===== config.mk =====
export PLATFORM = sky130hd
export DESIGN_NAME = multi_range_divider_flat
export DESIGN_NICKNAME = d
export VERILOG_FILES = /design/src/rtl/multi_range_divider_if.sv /design/src/rtl/multi_range_divider.sv /design/src/flat_wrapper.sv
export SDC_FILE = /design/constraint.sdc
export NUM_CORES = 1
export LEC_CHECK = 0
export ABC_CLOCK_PERIOD_IN_PS = 4000
export CORE_UTILIZATION = 55
export DETAILED_ROUTE_END_ITERATION = 7
export GPL_ROUTABILITY_DRIVEN = 0
export PLACE_DENSITY = 0.82
export SLEW_MARGIN = 25
export SYNTH_ARGS = -nofsm -noshare
export SYNTH_HDL_FRONTEND = slang
export SYNTH_SLANG_ARGS = --single-unit

===== constraint.sdc =====
create_clock -name clk_src -period 4 [get_ports clk_src]
set_input_delay 0.8 -clock clk_src [delete_from_list [all_inputs] [get_ports clk_src]]
set_output_delay 0.8 -clock clk_src [all_outputs]
set_load 0.05 [all_outputs]

===== src/rtl/multi_range_divider_if.sv =====
// Control and output bundle of the multi-channel range divider.
// The master drives enables, sync and the load port; the slave (divider)
// returns the per-channel divided outputs and the load-error flag.
interface multi_range_divider_if #(
  parameter int NUM_CH = 4,
  parameter int WIDTH  = 32,
  parameter int CH_W   = 2
);
  logic [NUM_CH-1:0] en;
  logic              sync;
  logic              ld;
  logic [CH_W-1:0]   ld_ch;
  logic [WIDTH-1:0]  ld_range;
  logic              ld_mode;
  logic [NUM_CH-1:0] clk_dst;
  logic              ld_err;

  modport master (
    output en, sync, ld, ld_ch, ld_range, ld_mode,
    input  clk_dst, ld_err
  );

  modport slave (
    input  en, sync, ld, ld_ch, ld_range, ld_mode,
    output clk_dst, ld_err
  );
endinterface


===== src/rtl/multi_range_divider.sv =====
// Multi-channel runtime-loadable tick divider.
// Each channel counts clk_src cycles up to its own range and emits either a
// one-cycle tick (pulse mode) or a 50% square wave (square mode). A global
// sync restarts every channel in phase; a load retargets one channel.
module multi_range_divider #(
  parameter int          NUM_CH        = 4,
  parameter int          WIDTH         = 32,
  parameter int          CH_W          = 2,
  parameter int unsigned DEFAULT_RANGE = 100000000,
  parameter bit          DEFAULT_MODE  = 1'b0
) (
  input  logic                clk_src,
  input  logic                rst,
  multi_range_divider_if.slave bus
);

  logic [WIDTH-1:0]  r_count [NUM_CH];
  logic [WIDTH-1:0]  r_range [NUM_CH];
  logic [NUM_CH-1:0] r_mode;
  logic [NUM_CH-1:0] r_clk_dst;
  logic              r_ld_err;

  logic              w_ld_valid;
  logic [NUM_CH-1:0] w_ld_hit;
  logic [WIDTH-1:0]  w_next [NUM_CH];
  logic [NUM_CH-1:0] w_term;

  // Decode which channel, if any, the load strobe addresses
  always_comb begin
    // NOTE: every signal driven here gets a default first, so no path can infer a latch.
    w_ld_hit   = '0;
    w_ld_valid = bus.ld && (int'(bus.ld_ch) < NUM_CH);
    for (int i = 0; i < NUM_CH; i++) begin
      if (w_ld_valid && (int'(bus.ld_ch) == i)) begin
        w_ld_hit[i] = 1'b1;
      end
    end
  end

  // Per-channel increment and terminal-event detection
  always_comb begin
    for (int i = 0; i < NUM_CH; i++) begin
      w_next[i] = r_count[i] + WIDTH'(1);
      w_term[i] = (w_next[i] == r_range[i]);
    end
  end

  // Channel state update: rst > sync > load > normal counting
  always_ff @(posedge clk_src) begin
    // NOTE: state is updated with non-blocking assignments so every flop samples pre-edge values.
    if (rst) begin
      // NOTE: the per-channel arrays are flops, not RAM, so each element is reset explicitly.
      for (int i = 0; i < NUM_CH; i++) begin
        r_count[i] <= '0;
        r_range[i] <= WIDTH'(DEFAULT_RANGE);
      end
      r_mode    <= {NUM_CH{DEFAULT_MODE}};
      r_clk_dst <= '0;
      r_ld_err  <= 1'b0;
    end else begin
      // An out-of-range target only raises the error flag; nothing else moves.
      r_ld_err <= bus.ld && !w_ld_valid;

      for (int i = 0; i < NUM_CH; i++) begin
        if (w_ld_hit[i]) begin
          r_range[i] <= bus.ld_range;
          r_mode[i]  <= bus.ld_mode;
        end

        if (bus.sync || w_ld_hit[i]) begin
          // Restart in phase: first tick lands exactly range cycles later.
          r_count[i]   <= '0;
          r_clk_dst[i] <= 1'b0;
        end else if (bus.en[i] && (r_range[i] != '0)) begin
          r_count[i]   <= w_term[i] ? '0 : w_next[i];
          r_clk_dst[i] <= r_mode[i] ? (r_clk_dst[i] ^ w_term[i]) : w_term[i];
        end else begin
          // Disabled or idle: count holds, pulse drops, square keeps its level.
          if (!r_mode[i]) begin
            r_clk_dst[i] <= 1'b0;
          end
        end
      end
    end
  end

  assign bus.clk_dst = r_clk_dst;
  assign bus.ld_err  = r_ld_err;

endmodule


===== src/flat_wrapper.sv =====
// flat-port wrapper written by rule: the top's interface ports become plain ports
module multi_range_divider_flat 
#(
  parameter int          NUM_CH        = 4,
  parameter int          WIDTH         = 32,
  parameter int          CH_W          = 2,
  parameter int unsigned DEFAULT_RANGE = 100000000,
  parameter bit          DEFAULT_MODE  = 1'b0
)
  (clk_src, rst, bus_en, bus_sync, bus_ld, bus_ld_ch, bus_ld_range, bus_ld_mode, bus_clk_dst, bus_ld_err);
  multi_range_divider_if #(.NUM_CH(NUM_CH), .WIDTH(WIDTH), .CH_W(CH_W)) bus_i ();
  input  logic clk_src;
  input  logic rst;
  input wire logic [$bits(bus_i.en)-1:0] bus_en;
  input wire logic [$bits(bus_i.sync)-1:0] bus_sync;
  input wire logic [$bits(bus_i.ld)-1:0] bus_ld;
  input wire logic [$bits(bus_i.ld_ch)-1:0] bus_ld_ch;
  input wire logic [$bits(bus_i.ld_range)-1:0] bus_ld_range;
  input wire logic [$bits(bus_i.ld_mode)-1:0] bus_ld_mode;
  output wire logic [$bits(bus_i.clk_dst)-1:0] bus_clk_dst;
  output wire logic [$bits(bus_i.ld_err)-1:0] bus_ld_err;
  assign bus_i.en = bus_en;
  assign bus_i.sync = bus_sync;
  assign bus_i.ld = bus_ld;
  assign bus_i.ld_ch = bus_ld_ch;
  assign bus_i.ld_range = bus_ld_range;
  assign bus_i.ld_mode = bus_ld_mode;
  assign bus_clk_dst = bus_i.clk_dst;
  assign bus_ld_err = bus_i.ld_err;
  multi_range_divider #(.NUM_CH(NUM_CH), .WIDTH(WIDTH), .CH_W(CH_W), .DEFAULT_RANGE(DEFAULT_RANGE), .DEFAULT_MODE(DEFAULT_MODE)) u_core (.clk_src(clk_src), .rst(rst), .bus(bus_i));
endmodule

Run 1, M2 wires:
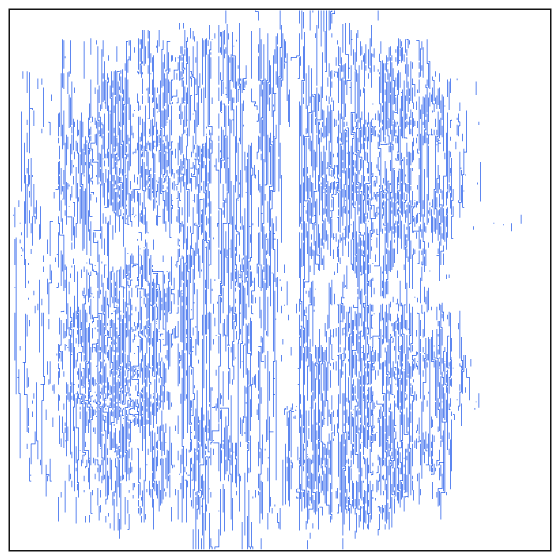
The layer carries 22.2 mm of wire. 1610 nets have wire on it. The layer holds 44% of the routed length. The longest straight run is 52.9 um. The wires run mostly vertical.
Post-Route WL: 50.0 mm
vias: 15200
M2 GR Usage: 46.8%

Run 1, signal wires on met1:
Scale bar: 50 um. Cells faint in the background.
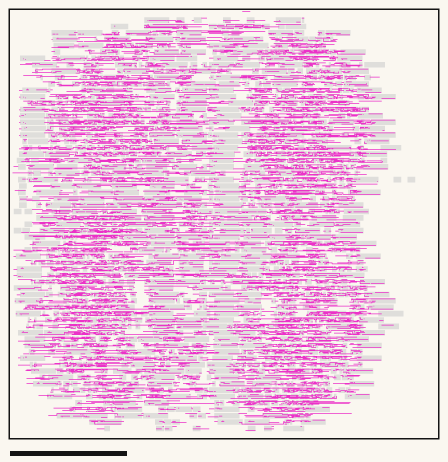
The longest straight run is 44.2 um. The wires run mostly horizontal. The layer carries 19200 um of wire. The layer holds 38% of the routed length. 1761 nets have wire on it.
met1 Use GR: 40.4%

Run 1, metal 3:
Scale bar: 50 um.
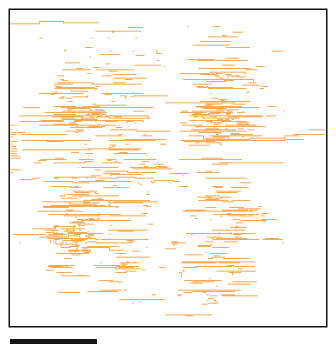
The layer holds 11% of the routed length. The longest straight run is 53.4 um. The layer carries 5550 um of wire.

Run 1, signal wires on met4:
Scale bar: 50 um.
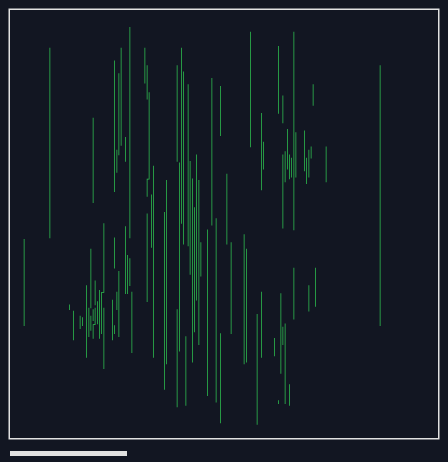
The layer holds 6.1% of the routed length. The layer carries 3030 um of wire. The wires run mostly vertical. 84 nets have wire on it. The longest straight run is 111 um.

==> results_slide.txt, run 1 <==
Key Metrics from the Run

Cells and area
  • Flip-flop and latch share of the layout cell area: 39.8%
  • Final clock-cell share: roughly 5.2%
  • Share of cells above drive strength 1: 7.62%
  • Logic inverters: 27
  • Multi-input logic area: between 9000 and 10000 um2

Pwr
  • Leak pwr: about 6.5 nW
  • Net Sw Frac: between 20% and 30%

Drt
  • Iteration tally of the first detailed-router pass: 7
  • DRC Markers: 0

Die
  • Die Span Y: 182 um
  • Core region area: 31800 um2
  • Tap Cells: roughly 440

Final timing
  • TNS Setup: 0 ns

Clocking
  • Root buffer cell: clkbuf_16
  • CTS Buf Count: 29

Outcome
  • Status: finished clean

Synth
  • Syn Area/Cell: between 9 and 10 um2

Placed design
  • DP HPWL: approximately 36 mm

Setup path
  • Crit path capture type: flop
  • FF-to-FF Start: u_core.r_count[2][5]

GRT
  • Vias in the first global route: 14300
-- run 1: kinds of logic after synthesis --
group | synth area share [%]
and+or+nand+nor | 30.1
DFF | 43.8
xor gates and xnor gates | 12.5
AOI/OAI and AO/OA | 8.58
buffers and inverters | 3.59
muxes | 1.15
adders and majority gates | 0.335
other | 0.0209
-- run 1: cell usage after synthesis, drive strengths merged (10+ instances only) --
cell type	count	area, um2
o31ai	10	75.1
mux2i	16	160
nand2	117	442
xnor2	139	1220
clkbuf	65	245
xor2	79	692
inv	27	101
and4	29	254
a21oi	39	195
nor4	106	767
nor2	126	473
edfxtp	256	7690
nand2b	46	288
or4	23	184
a2111oi	14	124
nor3	83	430
and3	31	194
or3	29	181
nand4	81	534
o21ai	35	175
and2	95	597
nor3b	28	210
buf	50	297
nand3	67	375
nor2b	24	150
-- run 1: power groups by stage --
stage | sequential, mW | combinational (mW) | clock, mW
after floorplan | 3.37 | 0.536 | 0
after global placement | 3.49 | 0.678 | 0
after detailed placement | 3.50 | 0.696 | 0
after CTS | 3.44 | 0.701 | 2.88
after global routing | 3.48 | 0.763 | 2.97
final | 3.46 | 0.715 | 2.85
-- run 1: sequential cells by signal, summed over array words and instances, names as in the netlist --
register,flops
u_core.r_mode,4
u_core.r_count,128
u_core.r_range,128
u_core.bus.clk_dst,4
-- run 1: per-layer routing --
metal,vias up,share of wire (%)
met4,2,6.1
met2,1046,44
met3,212,11
met5,-,0.072
li1,6782,-
met1,7177,38
-- run 1: layout by cell type (no fill, tap or decap), types with 33 or more instances in the layout --
master             n
xor2_1            79
a21oi_1           39
nor2_1           125
nand3_1           62
o21ai_0           33
clkdlybuf4s50_1   46
nor3_1            78
nand2b_1          46
edfxtp_1         256
nor4_1            95
xnor2_1          139
nand4_1           78
nand2_1          116
and2_1            94
buf_4             33
==> inputs of run 2 (changes only) <==
Settings changed: REMOVE_ABC_BUFFERS set to 1.
Run 2, signal wires on met1:
Scale bar: 50 um. Cells faint in the background.
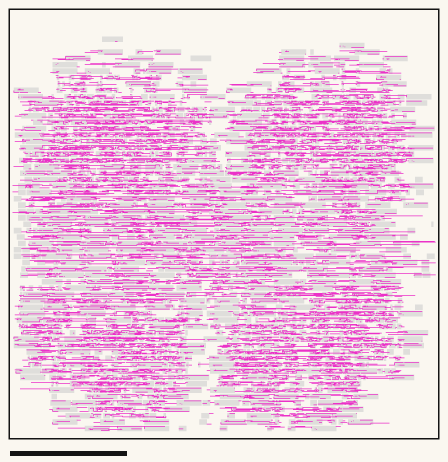
The layer holds 39% of the routed length. The longest straight run is 63.0 um. The wires run mostly horizontal.
met1 Use GR: 40.2%
Post-Route WL: 49.8 mm
vias: 15200

==> results_slide.txt, run 2 <==
Key Metrics from the Run

Cells and area
  • Multi-input logic area: 9460 um2 (about the same)
  • Top cells excl fill/tap: edfxtp_1 (256), xnor2_1 (139), nor2_1 (126), nand2_1 (116), nor4_1 (95)
  • Biggest regs: u_core.r_count: 128 flops, u_core.r_range: 128 flops
  • Share of cells above drive strength 1: 7.28% (-0.34 points)
  • # nets final: approximately 1800
  • Top cell excl fill/tap: edfxtp_1
  • Final non-filler cell total: about 2200

Pwr
  • Top power group: sequential cells
  • Logic pwr share: between 10% and 20%
  • P_seq: 3.45 mW (about the same)
  • Net Sw Frac: 25.6% (-0.28 points)
  • Cell Pwr Density: ~350 nW/um2
  • Power Combinational: 0.717 mW (about the same)
  • P_clk: 2.80 mW (-2%)
  • Leak pwr: 6.52 nW (-0.11%)

Die
  • Die Span Y: 182 um (unchanged)
  • Core region area: 31800 um2 (unchanged)

Final timing
  • Max Clk Rate: ~270 MHz
  • Unrepaired setup endpoints after global routing: false
  • TNS Setup: 0 ns (unchanged)
  • Final Hold Vio Count: 0

Placed design
  • DP HPWL: 36.3 mm (-0.65%)
  • Buffers on Ports: 46
  • Pre-CTS WS: 0.269 ns

Clocking
  • Clock-pin slew on the worst setup and hold paths: 0.06 ns
  • CTS Buf Count: 29 (unchanged)
  • CTS sink cnt: between 200 and 300
  • Root buffer cell: clkbuf_16

Synth
  • Mux frac, synth: 1.15% (unchanged)
  • Area leader, netlist: edfxtp_1
  • Yosys adder share: 0.335% (unchanged)
  • Largest combinational cell category by area: simple AND/OR/NAND/NOR gates
  • XOR/XNOR Fraction of Synth Area: 12.5% (unchanged)
  • Synth cell count leaders: edfxtp_1 (256), xnor2_1 (139), nor2_1 (126), nand2_1 (116), nor4_1 (95)
  • Top-area cell share: 42.9% (unchanged)
  • Top cells, area: edfxtp_1 (43%), xnor2_1 (6.8%), xor2_1 (3.9%)
  • Top cell type by instance count after synthesis: edfxtp_1
  • Syn Area/Cell: 9.99 um2 (unchanged)
  • Compound Share, Synth: 8.58% (unchanged)

Drt
  • Iteration tally of the first detailed-router pass: 8 (+1)
  • DRC Markers: 1 (+1)

GRT
  • Vias in the first global route: 14400 (+0.056%)
  • First-pass GRT wire length: between 70 and 80 mm

Outcome
  • Status: finished, violations left
  • Failing checks: DRC

Setup path
  • FF-to-FF Start: u_core.r_count[3][0]
  • Crit path capture type: flop
  • CP max FO: 26
## run 2: cell counts after synthesis
Identical to the previous run, type by type.
## run 2: how the worst max path moves through the flow
stage	start	end	slack, ns
2_1_floorplan	u_core.r_count[3][0]	u_core.r_count[3][10]	-0.16
3_3_place_gp	u_core.r_count[3][0]	u_core.r_count[3][25]	0.45
3_5_place_dp	u_core.r_count[3][0]	u_core.r_count[3][11]	0.27
4_1_cts	u_core.r_count[3][0]	u_core.r_count[3][11]	0.25
5_1_grt	u_core.r_count[3][3]	u_core.r_count[3][11]	0.06
6_report	u_core.r_count[3][0]	u_core.r_count[3][11]	0.28
## run 2: layout make-up
class / count / share of cell area [%]
timing repair buffer: 84 / 3.79
sequential: 264 / 39.9
inverter: 27 / 0.515
tap: 435 / 2.77
multi-input combinational: 1387 / 48.1
clock buffer: 31 / 3.78
clock inverter: 20 / 1.21
## run 2: worst register-to-register path, delay by kind of cell, from the launching register on
kind,cells,cell delay [ns]
AND/OR/NAND/NOR,5,1.38
XOR/XNOR,1,0.28
buffers and inverters,1,0.34
adder cells (fa/ha/maj),1,0.27
flip-flops,1,0.48
AND-OR/OR-AND,2,0.71
## run 2: repair_timing
item | in CTS | in global routing
endpoints found under the setup margin | 0 | 26
resized | 0 | 0
setup buffers | 0 | 2
## run 2: through the flow
stage                     cell area, um2  hold slack, ns  util, %
after floorplan                    17400           0.443        -
after global placement             18700           0.474     58.8
after detailed placement           18700           0.485     58.8
after CTS                          19700           0.493     61.8
after global routing               19700           0.502     61.9
final                              19700           0.490     61.9
## run 2: per-layer routing
metal  up-vias  global-route usage (%)  routed length (um)
met2      1046                    47.3               22600
met1      7128                    40.2               19500
met5         -                       0                   0
met4         0                    12.0                2200
li1       6791                       -                   -
met3       190                    5.59                5600
Power and IR drop assume default switching activity.
